Fig. 1: cell sizes after repair
Drawn at 8 px/um.
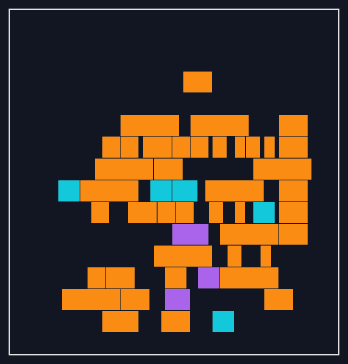
Fig. 2: placed standard cells
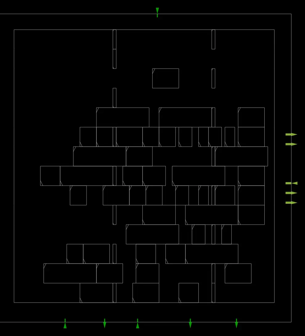
Fig. 3: the metal 3 layer
Drawn at 6 px/um.
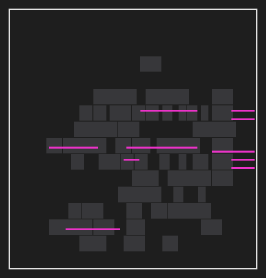
Fig. 4: register map, names as in the netlist
Drawn at 8 px/um. Other sequential cells in the stronger grey, the rest of the logic in the fainter grey.
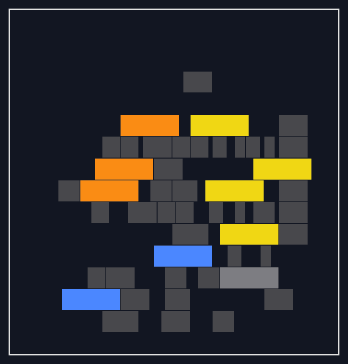
Fig. 5: cell classes on the final placement
Drawn at 12 px/um.
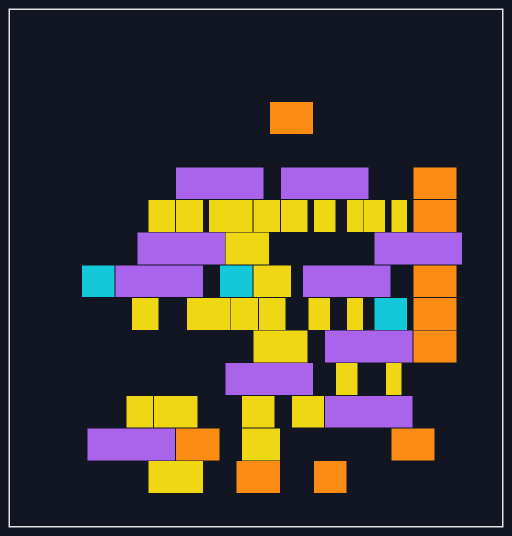
[config.mk]
export PLATFORM = sky130hd
export DESIGN_NAME = dff_deser
export DESIGN_NICKNAME = d
export VERILOG_FILES = /design/src/rtl/dff_deser_pkg.sv /design/src/rtl/dff_rst_cell.sv /design/src/rtl/dff_deser.sv
export SDC_FILE = /design/constraint.sdc
export NUM_CORES = 1
export LEC_CHECK = 0
export CAP_MARGIN = 10
export CORE_AREA = 2 2 39 41
export CTS_CLUSTER_SIZE = 25
export DETAILED_ROUTE_END_ITERATION = 12
export DIE_AREA = 0 0 41 43
export PLACE_DENSITY = 0.69
export SLEW_MARGIN = 25
export SYNTH_ARGS = -nofsm -noshare
export SYNTH_HDL_FRONTEND = slang
export SYNTH_SLANG_ARGS = --single-unit
[constraint.sdc]
create_clock -name C -period 3.6 [get_ports C]
set_clock_uncertainty 0.15 [all_clocks]
set_input_delay 0.72 -clock C [delete_from_list [all_inputs] [get_ports C]]
set_output_delay 0.72 -clock C [all_outputs]
set_load 0.1 [all_outputs]
[src/rtl/dff_deser_pkg.sv]
// dff_deser_pkg
//   Shared helpers for the serial-to-parallel capture stage.
//   - DEF_W / DEF_CW : default word width and bit-counter width.
//   - is_last_bit()  : true when a bit count marks the final bit of a word.
package dff_deser_pkg;

  localparam int DEF_W  = 4;
  localparam int DEF_CW = 2;

  // The counter is compared against W-1 explicitly so that unreachable
  // counter values (W .. 2**CW-1) never look like a word boundary.
  function automatic logic is_last_bit(input int unsigned cnt, input int unsigned w);
    return (cnt == (w - 1));
  endfunction

endpackage

[src/rtl/dff_rst_cell.sv]
// dff_rst_cell
//   Single edge-triggered storage bit with synchronous active-low reset and
//   hold when EN=0. Reset has priority over EN.
//   Ports:
//     C  : clock, rising edge active
//     nR : synchronous reset, active-low
//     EN : load enable
//     D  : data in
//     Q  : registered data out
module dff_rst_cell (
  input  logic C,
  input  logic nR,
  input  logic EN,
  input  logic D,
  output logic Q
);

  always_ff @(posedge C) begin
    if (!nR) begin
      Q <= 1'b0;
    end else if (EN) begin
      Q <= D;
    end
  end

endmodule

[src/rtl/dff_deser.sv]
// dff_deser
//   Serial-to-parallel capture stage. Collects W consecutive enabled bits
//   from D into a word, presents it on P and pulses V for one cycle.
//   Parameters:
//     W         : word width (>= 2)
//     CW        : bit-counter width, 2**CW >= W
//     MSB_FIRST : 1 = first bit lands in P[W-1], 0 = first bit lands in P[0]
//   Ports:
//     C   : clock, rising edge active
//     nR  : synchronous reset, active-low, priority over EN/D
//     D   : serial data in
//     EN  : shift enable
//     P   : last completed word
//     V   : one-cycle word-valid strobe
//     CNT : bits of the current partial word already captured
module dff_deser
  import dff_deser_pkg::*;
#(
  parameter int W         = DEF_W,
  parameter int CW        = DEF_CW,
  parameter bit MSB_FIRST = 1'b1
) (
  input  logic          C,
  input  logic          nR,
  input  logic          D,
  input  logic          EN,
  output logic [W-1:0]  P,
  output logic          V,
  output logic [CW-1:0] CNT
);

  logic [W-1:0]  sr;
  logic [W-1:0]  sr_next;
  logic [CW-1:0] cnt_next;
  logic          last_bit;
  logic          word_done;

  // Shift direction decides which end the incoming bit enters from; the
  // oldest bit therefore ends up at P[W-1] (MSB first) or P[0] (LSB first).
  generate
    if (MSB_FIRST) begin : g_msb
      assign sr_next = {sr[W-2:0], D};
    end else begin : g_lsb
      assign sr_next = {D, sr[W-1:1]};
    end
  endgenerate

  always_comb begin
    int unsigned cnt_u;
    cnt_u    = 32'(CNT);
    last_bit = is_last_bit(cnt_u, W);
    cnt_next = '0;
    // Anything at or beyond W-1 (including forced unreachable values)
    // returns to 0; only the genuine W-1 count completes a word.
    if (cnt_u < 32'(W - 1)) begin
      cnt_next = CW'(cnt_u + 1);
    end
  end

  assign word_done = EN & last_bit;

  genvar gi;
  generate
    for (gi = 0; gi < W; gi++) begin : g_sr
      dff_rst_cell u_sr (.C(C), .nR(nR), .EN(EN), .D(sr_next[gi]), .Q(sr[gi]));
    end

    // P captures sr_next so the bit sampled on the completing edge is included.
    for (gi = 0; gi < W; gi++) begin : g_p
      dff_rst_cell u_p (.C(C), .nR(nR), .EN(word_done), .D(sr_next[gi]), .Q(P[gi]));
    end

    for (gi = 0; gi < CW; gi++) begin : g_cnt
      dff_rst_cell u_cnt (.C(C), .nR(nR), .EN(EN), .D(cnt_next[gi]), .Q(CNT[gi]));
    end
  endgenerate

  // Always enabled: V follows word_done one edge later and clears itself.
  dff_rst_cell u_v (.C(C), .nR(nR), .EN(1'b1), .D(word_done), .Q(V));

endmodule

==> results.toml <==
# yosys + openroad results
[global_route]
antenna_found_initial = 0
grt_max_degree = 15
overflow = 0
grt_pass1_vias = 240
grt_pass1_wl_um = 1030
grt_usage_pct = 9.15

[floorplan]
die_h_um = 43
rows = 14
die_w_um = 41
pin_count = 11
die_area_um2 = 1760
fp_util_pct = 32.1
coreArea_um2 = 1380

[critical_path]
cp_num_cells = 1
slowest_delay_ns = 1.14
critical-path-top-delay-family = "buffers and inverters"
criticalPathCategory = "reg2out"
required_ns = 2.73
crit_path_end_kind = "output pin"
crit_path_max_fanout = 3
start_kind = "flop"
cp.arrival_ns = 1.73
reg2reg_depth = 3
path_cells = "clkdlybuf4s50_1"
slowest_stage = "clkdlybuf4s50_1"
crit_buf_inv = 1

[synthesis]
synthTopLogicFamily = "simple AND/OR/NAND/NOR gates"
yosysUniqueCellTypes = 15
synthSimpleGateAreaFrac_pct = 23.1
aoi_share_pct = 6.20
syn_nets = 49
numSynthFlops = 10
ys_seq_share_pct = 45.1
ys_chip_area_um2 = 444
mux_share_pct = 9.01
syn_inst = 44
yosysWarnings = 0
adder_share_pct = 2.82
ys_cells = 44
synthesis.area_um2 = 444
avgSynthCellArea_um2 = 10.1
synthXorXnorAreaFrac_pct = 0

[run]
warnings = 26
drv_cap = 0

[final_layout]
layout-drive-gt1-share_pct = 16.3
nNetsFinal = 56
diodes = 0

[route]
first_pass_iters = 4
routed_wl_um = 629
viasPerCell = 4.74
vias = 308
routedWlPerCell_um = 9.68
antenna_left = 0
drc_errors = 0
drtIter0Drc = 6

[sta]
finalHoldViolCount = 0
min_period_over_period_pct = 72.3
finalSetupViolations = 0
post-route-min-period_ns = 2.60
rsz0062_at_grt = "no"
slew_violations = 0
setup-tns-final_ns = 0
clock.fmax_mhz = 384
max_slew.worst_pin.slew_ns = 0.964
setup_ws_ns = 0.996
slew_headroom_pct = 35.5

[clock_network]
clock_latency_ns = 0.25
ctsResizeCount = 0
cts_tree = "done"
htreeDepth = 1
cts_max_path_buffers = 2
post-cts-setup-buffers = 0
clkSlewWorstSetupHoldPaths_ns = 0.06
cts_inserted_buffers = 3
clock_sinks = 10
cts_root_buf = "clkbuf_4"
holdBufCountCts = 0

[power]
ir_drop_v = 0.000285
p_leak_nw = 0.204
p_per_area_nw_per_um2 = 421

[place]
pre_cts_ws_ns = 1.26
portBuffers = 10
hpwl_um = 436
place_congestion = 0.648

[min_path]
hp-class = "reg2reg"
min_delay_path_depth = 2

[status]
status = "completed"
Back to the opening pictures, Fig. 1:
legend:
  _0 and _1 cells:
    colour: orange
    cells: 41
    most_used: dfxtp_1
  _3 and _4 cells:
    colour: cyan
    cells: 5
    most_used: clkbuf_4
  _2 cells:
    colour: purple
    cells: 3
Layout area overhead: 17.7%
number of non-clock buffers in the layout: 10

Back to the opening pictures, Fig. 2:
filler instances: 143
fin util: 37.8%

Back to the opening pictures, Fig. 3:
wire length on this layer: 60.6 um
share of all routed wire: 9.6%

Back to the opening pictures, Fig. 4:
legend:
  g_cnt.u_cnt.Q:
    colour: blue
    flops: 2
  g_p.u_p.Q:
    colour: yellow
    flops: 4
  g_sr.u_sr.Q:
    colour: orange
    flops: 3
not coloured: 1

Back to the opening pictures, Fig. 5:
legend:
  sequential cells:
    colour: purple
    cells: 10
    share_of_their_area: 40%
  clock drivers:
    colour: cyan
    cells: 3
    share_of_their_area: 4.5%
  remaining buffers and delay cells:
    colour: orange
    cells: 10
    share_of_their_area: 19%
  combinational and other logic:
    colour: yellow
    cells: 26
    share_of_their_area: 36%

[layout make-up]
type	count	area, um2
timing repair buffer	10	97.6
fill	143	861
tap	16	20.0
clock buffer	3	22.5
sequential	10	200
multi-input combinational	26	183
[stage by stage]
stage / util, % / cell area, um2 / hold WS [ns] / power [mW] / std cells
finish: 37.8 / 523 / 0.305 / 0.220 / 65
global route: 37.8 / 523 / 0.322 / 0.237 / 65
CTS: 37.8 / 523 / 0.310 / 0.227 / 65
detailed placement: 36.2 / 500 / 0.300 / 0.152 / 62
global placement: 36.2 / 500 / 0.299 / 0.151 / 62
floorplan: - / 444 / 0.286 / 0.147 / 44
[registers in the layout (all words and copies together) (netlist names)]
name           count
u_v.Q              1
g_cnt.u_cnt.Q      2
g_p.u_p.Q          4
g_sr.u_sr.Q        3
[logic make-up after synthesis]
group / count (synthesis)
flip-flops: 10
AND/OR/NAND/NOR: 16
adder cells (fa/ha/maj): 1
buffers and inverters: 8
AND-OR/OR-AND: 5
multiplexers: 4
[path summary, 6_finish.rpt]
kind | startpoint | endpoint | slack (ns)
worst min-delay path | g_p[3].u_p.Q | g_p[3].u_p.Q | 0.31
worst max register to register | g_cnt[0].u_cnt.Q | g_p[0].u_p.Q | 2.35
worst max-delay path | g_cnt[1].u_cnt.Q | CNT[1] | 1.0
worst min register to register | g_p[3].u_p.Q | g_p[3].u_p.Q | 0.31
[cell usage in the layout, fill, tap and decap left out, types with 3 or more instances in the layout]
master / count
clkdlybuf4s50_1: 9
dfxtp_1: 10
o21ai_0: 4
mux2i_1: 4
nor2b_1: 4
clkbuf_4: 3
nand2_1: 4
nand4_1: 4
[report_power, final]
| group | switching, mW | leakage, nW | internal, mW |
|---|---|---|---|
| registers | 0.00250 | 0.0812 | 0.114 |
| logic | 0.0216 | 0.109 | 0.0114 |
| clock network | 0.0326 | 0.0138 | 0.0383 |
[cell usage after synthesis]
cell     instances  area [um2]
buf_2            1        5.00
nor3b_2          1        12.5
and3_2           1        7.51
nor2b_1          4        25.0
and2b_2          1        8.76
nand2_1          4        15.0
nand4_1          4        25.0
o21a_1           1        7.51
and2_4           1        8.76
ha_1             1        12.5
o21ai_0          4        20.0
buf_6            1        11.3
buf_4            6        45.0
mux2i_1          4        40.0
dfxtp_1         10         200
[routing by layer]
layer  vias up  share of wire (%)  track usage, %
met3         0                9.5            7.85
met5         -                  0               0
met4         0                  0            4.00
met1       137                 48            11.3
li1        156                  -               -
met2        15                 43            10.9
Power figures rest on the tool's default switching activity, not on a simulated workload.
